`config.mk`:
```
export PLATFORM = sky130hd
export DESIGN_NAME = keypad_event_ctrl
export DESIGN_NICKNAME = d
export VERILOG_FILES = /design/src/rtl/keypad_event_ctrl.sv
export SDC_FILE = /design/constraint.sdc
export NUM_CORES = 1
export LEC_CHECK = 0
export CAP_MARGIN = 20
export CORE_UTILIZATION = 48
export CTS_CLUSTER_DIAMETER = 150
export DETAILED_ROUTE_END_ITERATION = 7
export GPL_TIMING_DRIVEN = 0
export MAX_ROUTING_LAYER = met4
export PLACE_DENSITY = 0.73
export SLEW_MARGIN = 20
export SYNTH_ARGS = -nofsm -noshare
export SYNTH_HDL_FRONTEND = slang
export SYNTH_SLANG_ARGS = --single-unit
```
`constraint.sdc`:
```
create_clock -name clk -period 2.88 [get_ports clk]
set_input_delay 0.576 -clock clk [delete_from_list [all_inputs] [get_ports clk]]
set_output_delay 0.576 -clock clk [all_outputs]
set_load 0.02 [all_outputs]
```
`src/rtl/keypad_event_ctrl.sv`:
```
// 4x4 keypad front end: periodic sampling, debounce, press-edge detection and a
// 4-deep event FIFO of key codes with sticky overflow.
module keypad_event_ctrl #(
    parameter int SAMPLE_DIV       = 2000004,
    parameter int DEBOUNCE_SAMPLES = 3
) (
    input  logic        clk,
    input  logic        rst,
    input  logic [15:0] keyState,
    input  logic        keyReady,
    input  logic        clrOverflow,
    output logic        keyValid,
    output logic [3:0]  keyCode,
    output logic [2:0]  fifoCount,
    output logic        overflow,
    output logic        anyKeyHeld
);
    // state | meaning
    // IDLE  | no pending press events
    // DRAIN | pushing lowest pending key index into the FIFO, one per cycle

    localparam int            CW       = (SAMPLE_DIV > 1) ? $clog2(SAMPLE_DIV) : 1;
    localparam logic [CW-1:0] DIV_LAST = CW'(SAMPLE_DIV - 1);
    localparam logic [3:0]    DEB_MIN  = 4'(DEBOUNCE_SAMPLES);

    typedef enum logic {IDLE, DRAIN} state_t;

    logic [CW-1:0] sample_cnt;
    logic          tick;
    logic [3:0]    stable_cnt, stable_nxt;
    logic [15:0]   last_sample, debounced, pending, pending_nxt, rise;
    logic          deb_load;
    state_t        state, state_nxt;
    logic          push;
    logic [3:0]    push_code;
    logic [15:0]   push_mask;
    logic [3:0]    mem [4];
    logic [1:0]    rd_ptr, wr_ptr, rd_nxt;
    logic [2:0]    count_nxt;
    logic [3:0]    head_nxt;
    logic          pop, push_ok, drop;

    assign tick       = (sample_cnt == DIV_LAST);
    assign stable_nxt = (keyState != last_sample) ? 4'd1 :
                        (stable_cnt == 4'd15)     ? 4'd15 : stable_cnt + 4'd1;
    assign deb_load   = (stable_cnt >= DEB_MIN) && (last_sample != debounced);
    assign rise       = deb_load ? (last_sample & ~debounced) : 16'h0000;
    assign anyKeyHeld = |debounced;

    always_ff @(posedge clk or negedge rst) begin
        if (!rst) begin
            sample_cnt  <= '0;
            stable_cnt  <= '0;
            last_sample <= '0;
            debounced   <= '0;
            pending     <= '0;
        end else begin
            sample_cnt <= tick ? '0 : sample_cnt + CW'(1);
            if (tick) begin
                last_sample <= keyState;
                stable_cnt  <= stable_nxt;
            end
            if (deb_load) debounced <= last_sample;
            pending <= pending_nxt;
        end
    end

    // Lowest set bit wins so simultaneous presses drain in ascending key order.
    always_comb begin
        push_code = 4'd0;
        for (int i = 15; i >= 0; i--) begin
            if (pending[i]) push_code = 4'(i);
        end
    end

    assign push_mask   = push ? (16'h0001 << push_code) : 16'h0000;
    assign pending_nxt = (pending & ~push_mask) | rise;

    always_ff @(posedge clk or negedge rst) begin
        if (!rst) state <= IDLE;
        else      state <= state_nxt;
    end

    always_comb begin
        state_nxt = state;
        case (state)
            IDLE:    if (pending != 16'h0000)     state_nxt = DRAIN;
            DRAIN:   if (pending_nxt == 16'h0000) state_nxt = IDLE;
            default: state_nxt = IDLE;
        endcase
    end

    always_comb begin
        push = (state == DRAIN);
    end

    assign pop     = (fifoCount != 3'd0) && keyReady;
    assign push_ok = push && ((fifoCount != 3'd4) || pop);
    assign drop    = push && !push_ok;
    assign rd_nxt  = rd_ptr + {1'b0, pop};

    always_comb begin
        count_nxt = fifoCount;
        if (push_ok && !pop)      count_nxt = fifoCount + 3'd1;
        else if (!push_ok && pop) count_nxt = fifoCount - 3'd1;
    end

    // New head may be the entry being written this very cycle.
    assign head_nxt = (push_ok && (wr_ptr == rd_nxt)) ? push_code : mem[rd_nxt];

    always_ff @(posedge clk or negedge rst) begin
        if (!rst) begin
            for (int i = 0; i < 4; i++) mem[i] <= '0;
            rd_ptr    <= '0;
            wr_ptr    <= '0;
            fifoCount <= '0;
            keyValid  <= 1'b0;
            keyCode   <= '0;
            overflow  <= 1'b0;
        end else begin
            if (push_ok) begin
                mem[wr_ptr] <= push_code;
                wr_ptr      <= wr_ptr + 2'd1;
            end
            rd_ptr    <= rd_nxt;
            fifoCount <= count_nxt;
            keyValid  <= (count_nxt != 3'd0);
            keyCode   <= (count_nxt != 3'd0) ? head_nxt : 4'd0;
            if (drop)             overflow <= 1'b1;
            else if (clrOverflow) overflow <= 1'b0;
        end
    end
endmodule

```
**Power grid**

(4 px per um) Pins as bars on the die edge. Tap cells in grey.
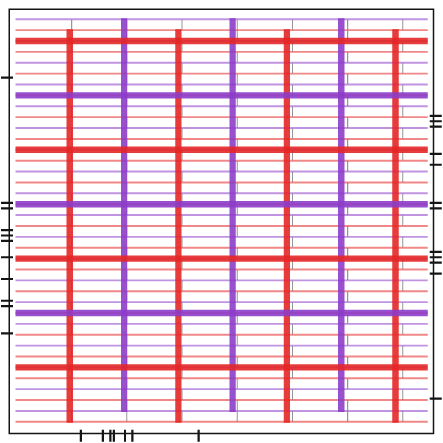
net	colour
VSS	red
VDD	purple
tap cells	136
rows	37
signal pins	30
met5 straps	7
met1 rails	38
Core Area: 10400 sq um
Die H: 106 um

**Cell classes on the final placement**

(4 px per um) Fill, decap, tap and diode cells in grey.
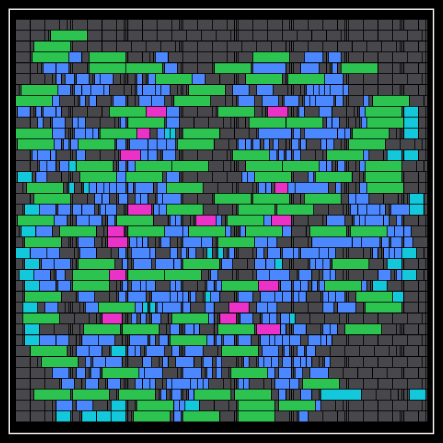
class	colour	cells
all other logic	blue	384
flops	green	103
clock drivers and dummy loads	magenta	16
other buffers and delay cells	cyan	43
sequential cell area share: 43.9%
final instance area: 5870 sq um
row count: 37

==> reports/metrics.csv <==
metric;value;unit
post-route-min-period;2580;ps
ff_count;103;
maxSlewViolCount;0;
internal_power;2.04;mW
mi_logic_area;2440;sq um
crit_buf_inv;3;
dp_cells;667;
yosysUniqueCellTypes;52;
status;completed;
dominant_cells;flip-flops and latches;
edf_count;0;
path_delay_family;adder cells;
top_layer;met4;
p_seq;1.53;mW
p_leak;2.67;nW
async_flop_share;100;%
arrival;2840;ps
wl_per_cell;15.6;um
pg_clk;0.942;mW
peakVddDrop;0.329;mV
power_frac_clock;32.5;%
swShare;29.7;%
flop_cell;dfrtp_1;
min_path_type;in2async;
grt_pass1_wl;18.2;mm
fin_cells;682;
r2r_cells;11;
finalSetupViolCount;0;
antenna_found_initial;0;
cpPeakStageDelay;410;ps
grt_pass1_vias;3899;
avgSynthCellArea;10.3;sq um
nFillCells;930;
first_iter_violations;179;
path_common_cell;inv_1;
maxCapViolations;0;
yosys.area_share.adder;6.31;%
buf_share;6.37;%
mux_share;6.31;%
hpwl;7.78;mm
clk_share;3.54;%
path_class;reg2reg;
wl;10.7;mm
==> worst max path at each step <==
stage	start	to	slack (ps)	cells after the start
floorplan	fifoCount[0]$_DFF_PN0_	keyCode[0]$_DFF_PN0_	290	10
CTS	fifoCount[0]$_DFF_PN0_	keyCode[1]$_DFF_PN0_	40	10
global placement	rst	sample_cnt[14]$_DFF_PN0_	-2560	1
global route	fifoCount[1]$_DFF_PN0_	keyCode[2]$_DFF_PN0_	70	11
detailed placement	keyReady	keyCode[2]$_DFF_PN0_	-170	9
finish	fifoCount[0]$_DFF_PN0_	keyCode[2]$_DFF_PN0_	300	11
==> registers in the layout (all words and copies together) (netlist names) <==
name and count:
sample_cnt 21, debounced 16, last_sample 16, mem 16, pending 16, keyCode 4, stable_cnt 4, fifoCount 3
rd_ptr 2, wr_ptr 2, keyValid 1, overflow 1, push 1
